Fig. 1: run 1, routing congestion map
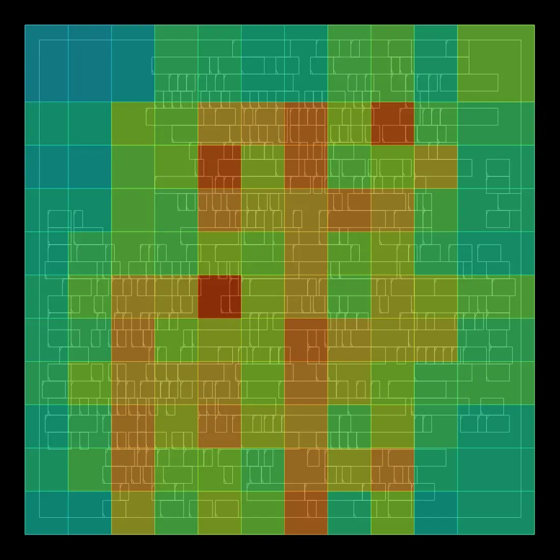
Fig. 2: run 1, the metal 3 layer
Bar = 20 um.
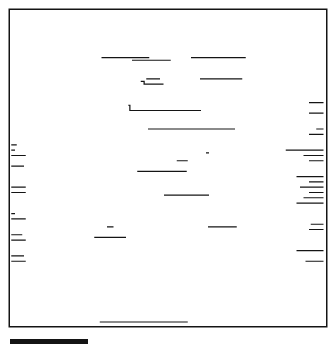
Fig. 3: run 1, M2 wires
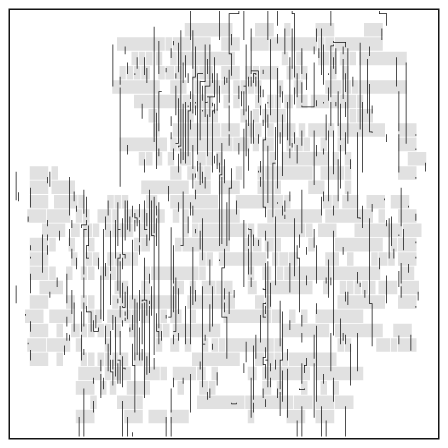
===== src/rtl/signed_diff_pipe.sv =====
// Recovers the unknown addend of a signed add (b = sum - a) through a two-stage
// valid/ready pipeline, saturating b to its width and counting saturated deliveries.
module signed_diff_pipe #(
    parameter int aWidth   = 8,
    parameter int bWidth   = 9,
    parameter int sumWidth = 10,
    parameter int cntWidth = 16
) (
    input  logic                       clk,
    input  logic                       rst,
    input  logic                       in_valid,
    output logic                       in_ready,
    input  logic signed [sumWidth-1:0] sum,
    input  logic signed [aWidth-1:0]   a,
    output logic                       out_valid,
    input  logic                       out_ready,
    output logic signed [bWidth-1:0]   b,
    output logic                       ovf,
    output logic [cntWidth-1:0]        ovf_count
);

    // DW holds any sum - a without wrapping; CW also holds the bWidth-wide limits.
    localparam int DW = ((sumWidth > aWidth) ? sumWidth : aWidth) + 1;
    localparam int CW = ((DW > bWidth) ? DW : bWidth) + 1;

    localparam logic signed [CW-1:0] B_MAX = $signed({{(CW-bWidth+1){1'b0}}, {(bWidth-1){1'b1}}});
    localparam logic signed [CW-1:0] B_MIN = $signed({{(CW-bWidth+1){1'b1}}, {(bWidth-1){1'b0}}});

    logic                    s1_valid;
    logic                    s2_valid;
    logic signed [DW-1:0]    diff_q;
    logic signed [DW-1:0]    sum_x;
    logic signed [DW-1:0]    a_x;
    logic signed [CW-1:0]    diff_w;
    logic signed [bWidth-1:0] b_d;
    logic                    ovf_d;
    logic                    s1_load;
    logic                    s2_load;
    logic                    out_fire;

    assign sum_x  = {{(DW-sumWidth){sum[sumWidth-1]}}, sum};
    assign a_x    = {{(DW-aWidth){a[aWidth-1]}}, a};
    assign diff_w = {{(CW-DW){diff_q[DW-1]}}, diff_q};

    // NOTE: in_ready depends only on pipeline state and out_ready, never on in_valid,
    // so an upstream that waits for ready before raising valid cannot form a loop.
    assign s2_load   = s1_valid & (~s2_valid | out_ready);
    assign in_ready  = ~s1_valid | s2_load;
    assign s1_load   = in_valid & in_ready;
    assign out_fire  = s2_valid & out_ready;
    assign out_valid = s2_valid;

    // NOTE: every output of a combinational block gets a default first, so no path
    // through the if/else leaves it unassigned and no latch is inferred.
    always_comb begin
        b_d   = diff_w[bWidth-1:0];
        ovf_d = 1'b0;
        if (diff_w > B_MAX) begin
            b_d   = B_MAX[bWidth-1:0];
            ovf_d = 1'b1;
        end else if (diff_w < B_MIN) begin
            b_d   = B_MIN[bWidth-1:0];
            ovf_d = 1'b1;
        end
    end

    // NOTE: state updates use non-blocking assignments so every register samples
    // pre-edge values and stage order inside the block does not matter.
    always_ff @(posedge clk or posedge rst) begin
        if (rst) begin
            s1_valid <= 1'b0;
            diff_q   <= '0;
        end else begin
            s1_valid <= s1_load | (s1_valid & ~s2_load);
            if (s1_load) begin
                diff_q <= sum_x - a_x;
            end
        end
    end

    always_ff @(posedge clk or posedge rst) begin
        if (rst) begin
            s2_valid <= 1'b0;
            b        <= '0;
            ovf      <= 1'b0;
        end else begin
            s2_valid <= s2_load | (s2_valid & ~out_fire);
            if (s2_load) begin
                b   <= b_d;
                ovf <= ovf_d;
            end
        end
    end

    // Counted at delivery so a stalled saturated result is counted exactly once.
    always_ff @(posedge clk or posedge rst) begin
        if (rst) begin
            ovf_count <= '0;
        end else if (out_fire && ovf && !(&ovf_count)) begin
            ovf_count <= ovf_count + 1'b1;
        end
    end

endmodule


===== config.mk =====
export PLATFORM = sky130hd
export DESIGN_NAME = signed_diff_pipe
export DESIGN_NICKNAME = d
export VERILOG_FILES = /design/src/rtl/signed_diff_pipe.sv
export SDC_FILE = /design/constraint.sdc
export NUM_CORES = 1
export LEC_CHECK = 0
export ABC_AREA = 1
export CORE_MARGIN = 2
export CORE_UTILIZATION = 40
export CTS_BUF_LIST = sky130_fd_sc_hd__clkbuf_16
export DETAILED_ROUTE_END_ITERATION = 10
export PLACE_DENSITY_LB_ADDON = 0.2
export SLEW_MARGIN = 20
export SYNTH_ARGS = -nofsm -noshare
export SYNTH_HDL_FRONTEND = slang
export SYNTH_SLANG_ARGS = --single-unit
export TNS_END_PERCENT = 1

===== constraint.sdc =====
create_clock -name clk -period 2.5 [get_ports clk]
set_input_delay 0.375 -clock clk [delete_from_list [all_inputs] [get_ports clk]]
set_output_delay 0.375 -clock clk [all_outputs]
set_load 0.05 [all_outputs]

==> reports/qor.csv, run 1 <==
metric,value,unit
Comb area share,0.3912,
Critical path origin,ovf_count[2],
post-CTS setup buffers,0,
Vias,2248,
hold-fix buffer count after cts,0,
detailed placer's ending HPWL,3.915,mm
Filler cells,576,
leakage power,1.551,nW
min-delay src,b[0],
IO buf count,49,
Synth warnings,0,
Avg Inst Size Synth,7.194,um2
routed metal-1 wirelength,2.450,mm
Total Routed Length,5.095,mm
Hold WC Path Type,flip-flop to flip-flop,
met2 WL,2.312,mm
CP required,2120,ps
CP peak stage delay,850,ps
Remaining DRCs,0,
total CTS buffers,5,
R2R depth,8,
setup TNS,0,ps
yosys aoi share,0.07229,
fmax,507.9,MHz
"Hold Vio Cnt, Final",0,
Slew HR,0.6571,
worst-case clock buffer depth,2,
worst-path cell chain,clkdlybuf4s50_1,
CP top delay family,buffers and inverters,
Post-Syn Area,0.002389,mm2
"antenna viol nets, final",0,
Mapped Nets,366,
vias in the first global route,1974,
cycle use final,0.7875,
CTS tree,done,
RSZ-0062 raised after global routing,false,
initial antenna violation count,0,
CP Class,flip-flop to output port,
ant diodes,0,
Pwr Density,834.7,mW/mm2
CTS H-Tree Depth,2,
clk_buf instances,5,
Tot GR Track Use,0.1651,
yosys xor share,0.04034,
clk sinks,39,
area grow syn2layout,31.22,%
post-synth top area share,0.4086,
crit-path max FO,7,
simple share,0.3347,
flop-to-flop setup slack,670,ps
first-pass GRT wire length,8.604,mm
Root Buffer,clkbuf_16,
worst r2r dst,ovf_count[12],
Worst Setup End Kind,output port,
Slowest cell on crit path,clkdlybuf4s50_1,
"Clk pin slew, worst setup/hold paths",60,ps
min cycle time layout,1969,ps
skew final,4.158,ps
Die Size,0.006606,mm2
Pre-Repair DR Iteration Count,4,
status,finished clean,
Top Metal Used,met4,
setup violators final,0,
seq_cells,39,
most frequent logic cells in the routed design,"nand2_1, clkdlybuf4s50_1, inv_1",
Placer Congestion,0.8485,
maximum VDD drop,0.5196,mV
Leading cell kind,logic gates,
Tool Warnings,26,
Seq area share,0.3114,
Crit path arrival time,1590,ps
chip width,81.28,um
-- Fig. 1 (at the start) --
drt wl/cell: 11.00 um
met1 Track Usage GR: 0.2202
GR Util met2: 0.2689
layer with the highest usage: met2
Finished Core Util: 0.5357

-- Fig. 2 (at the start) --
- longest straight run: 22.3 um
- main direction: horizontal
- wire length on this layer: 272 um
- share of all routed wire: 5.3%

-- Fig. 3 (at the start) --
- share of all routed wire: 45%
- nets with wire on the layer: 325
- longest straight run: 23.8 um

run 1: state kept, by name (all words and copies together) (netlist names):
| register | cells |
|---|---|
| ovf_count | 16 |
| diff_q | 11 |
| b | 9 |
| out_valid | 1 |
| ovf | 1 |
| s1_valid | 1 |
run 1: logic make-up after synthesis:
family | after synthesis
adders and majority gates | 12
AOI/OAI and AO/OA | 33
xor gates and xnor gates | 11
buffers and inverters | 46
DFF | 39
and+or+nand+nor | 191
run 1: per-stage QoR:
step           total power (W)  area (um2)  utilization  hold slack, ps
6_report              0.002616        3134       0.5357           481.4
5_1_grt               0.002771        3134       0.5357           507.9
4_1_cts               0.002642        3134       0.5357           479.6
3_5_place_dp          0.001916        2967       0.5071           465.1
3_3_place_gp          0.001897        2967       0.5071           460.1
2_1_floorplan         0.001581        2389            -           443.7
run 1: how the worst max path moves through the flow:
stage | cells past startpoint | slack, ps | end
final | 1 | 530 | ovf_count[2]
after global routing | 1 | 460 | ovf_count[2]
after CTS | 1 | 520 | ovf_count[2]
after detailed placement | 11 | 340 | diff_q[6]
after global placement | 10 | 400 | diff_q[6]
after floorplan | 4 | 480 | diff_q[0]
run 1: synthesized netlist by cell type:
cell / number
nor2_2: 1
nor3_1: 4
ha_1: 11
o21ai_0: 21
nand3_1: 19
nand4_1: 5
xor2_1: 7
a21oi_1: 9
dfrtp_1: 39
inv_4: 1
nand2_4: 1
nor3_2: 1
buf_4: 1
buf_6: 1
nand3b_1: 1
o21ai_2: 1
nor2_1: 28
inv_1: 41
or2_2: 1
o21bai_1: 1
a31oi_1: 1
nand3_2: 3
fa_1: 1
nand2_1: 127
clkbuf_1: 2
xnor2_1: 4
run 1: power by group:
part	internal (W)	switching (W)
sequential	0.000768	0.000117
combinational	0.000342	0.000669
clock	0.000470	0.000249
==> run 2, diff against run 1 <==
Clock period 2.5 ns to 1.7 ns, I/O delays scaled along.
Fig. 4: run 2, routing congestion map
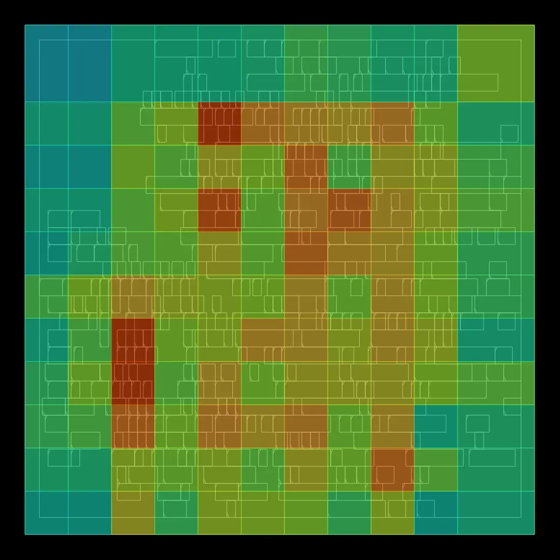
met3 Track Usage GR: 0.03111
GR Util met2: 0.2811
Finished Core Util: 0.5571
met1 Track Usage GR: 0.2413

==> run 2 against run 1 <==
  * Via count grew 1.6%
  * Critical path depth grew 9
  * Core utilization grew 2.1 points
  * Sequential power grew 48%
  * Routed wire length grew 6.0%
  * Global-route usage grew 1.1 points
  * Largest cell class unchanged
  * Largest power group unchanged
==> reports/qor.csv, run 2 <==
metric,value,unit,change
number of enable flip-flop cells,0,,unchanged
worst-case clock buffer depth,2,,unchanged
cycle use final,0.9619,,
"antenna viol nets, final",0,,unchanged
Gate Area,0.001275,mm2,
ant diodes,0,,unchanged
worst r2r dst,ovf_count[10],,
"Clk pin slew, worst setup/hold paths",60,ps,about the same
post-synth top area share,0.4086,,unchanged
Placer Congestion,0.8700,,+2.5%
largest registers,"ovf_count: 16 flops, diff_q: 11 flops, b: 9 flops",,
initial antenna violation count,0,,unchanged
max-cap violation count,0,,
CP peak stage delay,450,ps,-400 ps
Post-synth seq share,0.4086,,
area grow syn2layout,36.46,%,
Avg Inst Size Synth,7.194,um2,unchanged
Hold WC Path Type,input pin to async pin,,
crit-path max FO,4,,-3
final count of pins violating max slew,0,,
Pwr Density,1155,mW/mm2,+38%
vias per cell,4.741,,
IO buf count,49,,unchanged
synth cell count leaders,"nand2_1, inv_1, dfrtp_1, nor2_1, o21ai_0",,
setup violators final,0,,unchanged
drt wl/cell,11.21,um,+1.8%
Remaining DRCs,0,,unchanged
drt initial violations,95,,
Crit path arrival time,1800,ps,+210 ps
"Hold Vio Cnt, Final",0,,unchanged
design area,0.003259,mm2,+4.0%
floorplan core density,0.4083,,
flop-to-flop setup slack,140,ps,-530 ps
Ports,50,,
first-pass GRT wire length,9.135,mm,+6.2%
fmax,611.5,MHz,
Vias,2285,,+1.6%
share of layout cells above drive strength 1,0.1966,,
hold-fix buffer count after cts,0,,unchanged
Pre-Repair DR Iteration Count,4,,unchanged
ys async rst share,1.000,,unchanged
CP required,1870,ps,-250 ps
chip width,81.28,um,unchanged
Slowest cell on crit path,clkdlybuf4s50_1,,
Filler cells,557,,-3.3%
min cycle time layout,1635,ps,
Tool Warnings,28,,+7.7%
max reg flops,16,,unchanged
clk sinks,39,,unchanged
status,finished clean,,
maximum VDD drop,0.8627,mV,+66%
CP Class,input pin to flip-flop,,
leakage power,1.690,nW,+9.0%
Worst Setup End Kind,flip-flop,,
Root Buffer,clkbuf_16,,
detailed placer's ending HPWL,4.120,mm,+5.2%
Synth flops,39,,
Synth warnings,0,,unchanged
main flop type,dfrtp_1,,
Placement Cell Area,0.003060,mm2,+3.2%
total CTS buffers,5,,unchanged
setup TNS,0,ps,unchanged
"count leader, synth",nand2_1,,
vias in the first global route,2102,,+6.5%
final net count,440,,
most frequent logic cells in the routed design,"nand2_1, buf_4, inv_1",,
Critical path origin,a[6],,
post-CTS setup buffers,0,,unchanged
worst-path cell chain,clkdlybuf4s50_1 > inv_1 > ha_1 > nand2_1 > nor2_1 > nand3_1 > nand3_1 > nand2_1 > nand3_1 > nand2_1,,
Total Routed Length,5.402,mm,+6.0%
CTS H-Tree Depth,2,,unchanged
Tot GR Track Use,0.1757,,+0.01059
R2R depth,8,,unchanged
RSZ-0062 raised after global routing,true,,
skew final,4.107,ps,-0.05096 ps
largest net degree at the start of global routing,40,,
Yosys Chip Area,0.002389,mm2,
CTS tree,done,,
Post-Syn Area,0.002389,mm2,unchanged
total power,0.003764,W,+44%
Biggest register,ovf_count,,
Die Size,0.006606,mm2,unchanged
Mapped Nets,366,,unchanged
Slew HR,0.7255,,+0.06844
-- run 2: per-stage QoR --
stage	hold slack [ps]	utilization	setup slack, ps
6_report	325.6	0.5571	64.78
5_1_grt	354.6	0.5571	-72.14
4_1_cts	340.9	0.5479	19.86
3_5_place_dp	465.8	0.5231	-318.1
3_3_place_gp	460.2	0.5231	-246.8
2_1_floorplan	354.5	-	-30.59
-- run 2: power by group --
part	internal, W	switching (W)	leakage, nW	total, W
Clock	0.000535	0.000354	0.0733	0.000889
Combinational	0.000531	0.00103	1.12	0.00156
Sequential	0.00113	0.000176	0.492	0.00131
Total	0.00220	0.00156	1.69	0.00376
-- run 2: cell families after synthesis --
group | share of synthesized area
adders and majority gates | 0.06600
AOI/OAI and AO/OA | 0.07229
and+or+nand+nor | 0.3347
xor gates and xnor gates | 0.04033
buffers and inverters | 0.07806
DFF | 0.4086
-- run 2: cell type report --
type,count,share of cell area
multi-input cells,247,0.3912
flip-flops and latches,39,0.3006
repair buffers,71,0.1873
inverters,42,0.04914
clock buffers,5,0.03839
well taps,75,0.02879
clock inverters,3,0.004607
-- run 2: critical path, delay by kind of cell --
family                     cells  cell delay (ps)
buffers and inverters          2              490
adders and majority gates      1              340
and+or+nand+nor                7              720
-- run 2: routing by layer --
metal	vias up	track usage	share of wire
met5	-	0	0
met4	0	0.05424	0.010
met3	5	0.03111	0.046
met2	58	0.2811	0.46
met1	1025	0.2413	0.48
li1	1197	-	-
-- run 2: worst max-delay path by stage --
| stage | endpoint | slack [ps] | depth (start not counted) |
|---|---|---|---|
| after floorplan | ovf_count[4] | -30 | 9 |
| after global placement | diff_q[6] | -250 | 10 |
| after detailed placement | diff_q[6] | -320 | 10 |
| after CTS | diff_q[6] | 20 | 11 |
| after global routing | diff_q[4] | -70 | 10 |
| final | diff_q[9] | 60 | 10 |
==> run 3, diff against run 2 <==
Settings changed: CORE_UTILIZATION 40 to 46.
Fig. 5: run 3, the metal 3 layer
Bar = 20 um.
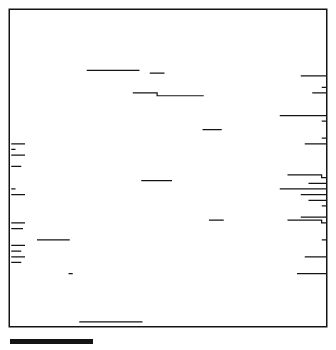
- wire length on this layer: 188 um
- nets with wire on the layer: 35
- share of all routed wire: 3.5%
- main direction: horizontal

==> run 3 against run 2 <==
  * Via count rose by 0.66%
  * Clock skew down 2.0 ps
  * Routed wire length up 0.44%
  * Sequential power about the same
  * Sequential share of layout area down 0.32 points
  * Clock power shrank 0.7%
  * Cell count down 1.2%
  * Total power hardly changed
  * Critical path depth grew 1
  * First-iteration DRC count is 4.2% higher
  * Highest routed layer unchanged
  * Worst setup slack got worse by 1.8 ps
==> reports/qor.csv, run 3 <==
metric,value,unit,change
share of layout cells above drive strength 1,0.2143,,+0.01773
"Clk pin slew, worst setup/hold paths",60,ps,about the same
dominant logic cell type in the layout,nand2_1,,
CTS H-Tree Depth,2,,unchanged
CP endpoint,diff_q[6],,
Pre-Repair DR Iteration Count,6,,+2
synth cell count leaders,"nand2_1, inv_1, dfrtp_1, nor2_1, o21ai_0",,
Hold WC Path Type,input pin to async pin,,
Cell Type Count,26,,
Post-synth seq share,0.4086,,unchanged
setup violators final,0,,unchanged
CP peak stage delay,460,ps,about the same
Synth warnings,0,,unchanged
flop-to-flop setup slack,180,ps,+40 ps
Post-Syn Area,0.002389,mm2,unchanged
cycle use final,0.9629,,+0.001041
Vias,2300,,+0.66%
max reg flops,16,,unchanged
Synth flops,39,,unchanged
"count leader, synth",nand2_1,,
status,finished clean,,
post-synth top area share,0.4086,,unchanged
Tot GR Track Use,0.1919,,+0.01625
Critical path origin,a[0],,
first-pass GRT wire length,9.321,mm,+2.0%
leakage power,1.697,nW,+0.40%
CP Class,input pin to flip-flop,,
area grow syn2layout,37.93,%,
total power,0.003761,W,about the same
routed metal-1 wirelength,2.607,mm,+0.50%
floorplan core density,0.4707,,+0.06241
Core Region,0.005075,mm2,
RR Startpoint,ovf_count[1],,
vias in the first global route,2099,,-0.14%
main flop type,dfrtp_1,,
largest net degree at the start of global routing,40,,unchanged
"area leader, netlist",dfrtp_1,,
drt wl/cell,11.40,um,+1.7%
max-cap violation count,0,,unchanged
Finished Core Util,0.6492,,+0.09206
Pwr Density,1142,mW/mm2,-1.1%
chip height,76.06,um,
CTS tree,done,,
most frequent logic cells in the routed design,"nand2_1, buf_4, inv_1",,
"Hold Vio Cnt, Final",0,,unchanged
Mapped Nets,366,,unchanged
Tool Warnings,28,,unchanged
fmax,610.9,MHz,-0.11%
Gate Area,0.001321,mm2,+3.6%
clk ins delay skew pair,280,ps,
Worst Setup End Kind,flip-flop,,
Register Area,979.7,um2,
Hold WS,337.4,ps,+11.79 ps
yosys cell count,332,,
maximum VDD drop,0.5084,mV,-41%
Top area cell types,"dfrtp_1, nand2_1, inv_1",,
Total Routed Length,5.426,mm,+0.44%
ant diodes,0,,unchanged
Root Buffer,clkbuf_16,,
hold-fix buffer count after cts,0,,unchanged
"antenna viol nets, final",0,,unchanged
skew final,2.122,ps,-1.985 ps
initial antenna violation count,0,,unchanged
Ports,50,,unchanged
ys async rst share,1.000,,unchanged
routed length on met3,187,um,-25%
Avg Inst Size Synth,7.194,um2,unchanged
largest registers,"ovf_count: 16 flops, diff_q: 11 flops, b: 9 flops",,
Congestion Overflow GR,0,,
CP required,1920,ps,+50 ps
chip width,76.06,um,-6.4%
RSZ-0062 raised after global routing,true,,
Placer Congestion,0.8471,,-2.6%
detailed placer's ending HPWL,3.972,mm,-3.6%
Slew HR,0.7159,,-0.009600
crit-path max FO,3,,-1
CP startpoint kind,input pin,,
clk sinks,39,,unchanged
vias per cell,4.832,,+1.9%
worst-case clock buffer depth,2,,unchanged
number of enable flip-flop cells,0,,unchanged
drt initial violations,99,,+4.2%
worst-path cell chain,clkdlybuf4s50_1 > ha_2 > inv_2 > fa_2 > nand2_2 > nand3_2 > nand3_2 > nand2_2 > a21oi_1 > o21ai_1 > nand2_1,,
Remaining DRCs,0,,unchanged
IO buf count,49,,unchanged
Slowest cell on crit path,clkdlybuf4s50_1,,
Post-Synthesis Cells,332,,
Yosys Chip Area,0.002389,mm2,unchanged
final net count,439,,-0.23%
total CTS buffers,5,,unchanged
worst r2r dst,ovf_count[7],,
Std-Cell Rows,26,,
Filler cells,472,,-15%
final count of pins violating max slew,0,,unchanged
min cycle time layout,1637,ps,+1.770 ps
Least-Margin Pin Slew,424.5,ps,
Top Metal Used,met4,,
Biggest register,ovf_count,,
Die Size,0.005785,mm2,-12%
Crit path arrival time,1850,ps,+50 ps
R2R depth,9,,+1
met2 WL,2.580,mm,+3.2%
## run 3: cell counts after synthesis
No cell type changed its count.
## run 3: routing by layer
layer / vias to the layer above / global-route usage
met3: 6 / 0.03318
met4: 0 / 0.05455
li1: 1199 / -
met2: 43 / 0.3134
met1: 1052 / 0.2644
met5: - / 0
## run 3: timing repair
item	4_1_cts	5_1_grt
resized	0	20
endpoints found under the setup margin	0	11
setup buffers	0	2
## run 3: through the flow
stage	setup slack (ps)	cell area, um2	cells	TNS (ps)
2_1_floorplan	-30.59	2397	332	-234.5
3_3_place_gp	-239.0	3047	466	-1308
3_5_place_dp	-272.7	3047	466	-1564
4_1_cts	13.38	3187	474	0
5_1_grt	-25.12	3294	476	-49.40
6_report	63.01	3294	476	0
## run 3: layout make-up
class / count / area share
clock inverters: 3 / 0.004558
clock buffers: 5 / 0.03798
well taps: 70 / 0.02659
flip-flops and latches: 39 / 0.2974
inverters: 42 / 0.04861
repair buffers: 70 / 0.1838
multi-input cells: 247 / 0.4011
## run 3: worst max-delay path: cells and delay by family
family,cells,cell delay (ps)
AND-OR/OR-AND,2,210
adder cells (fa/ha/maj),2,530
buffers and inverters,2,500
AND/OR/NAND/NOR,5,360
## run 3: report_power, final
part           switching (W)  leakage, nW  internal (W)  total [W]
logic                0.00104         1.13      0.000542    0.00158
registers           0.000163        0.492       0.00113    0.00130
clock network       0.000348       0.0733      0.000534   0.000883
## run 3: logic make-up after synthesis
logic type	count (synthesis)	synth area share
flip-flops	39	0.4086
AND-OR/OR-AND	33	0.07229
adder cells (fa/ha/maj)	12	0.06600
XOR/XNOR	11	0.04033
AND/OR/NAND/NOR	191	0.3347
buffers and inverters	46	0.07806
Power and IR drop assume default switching activity.
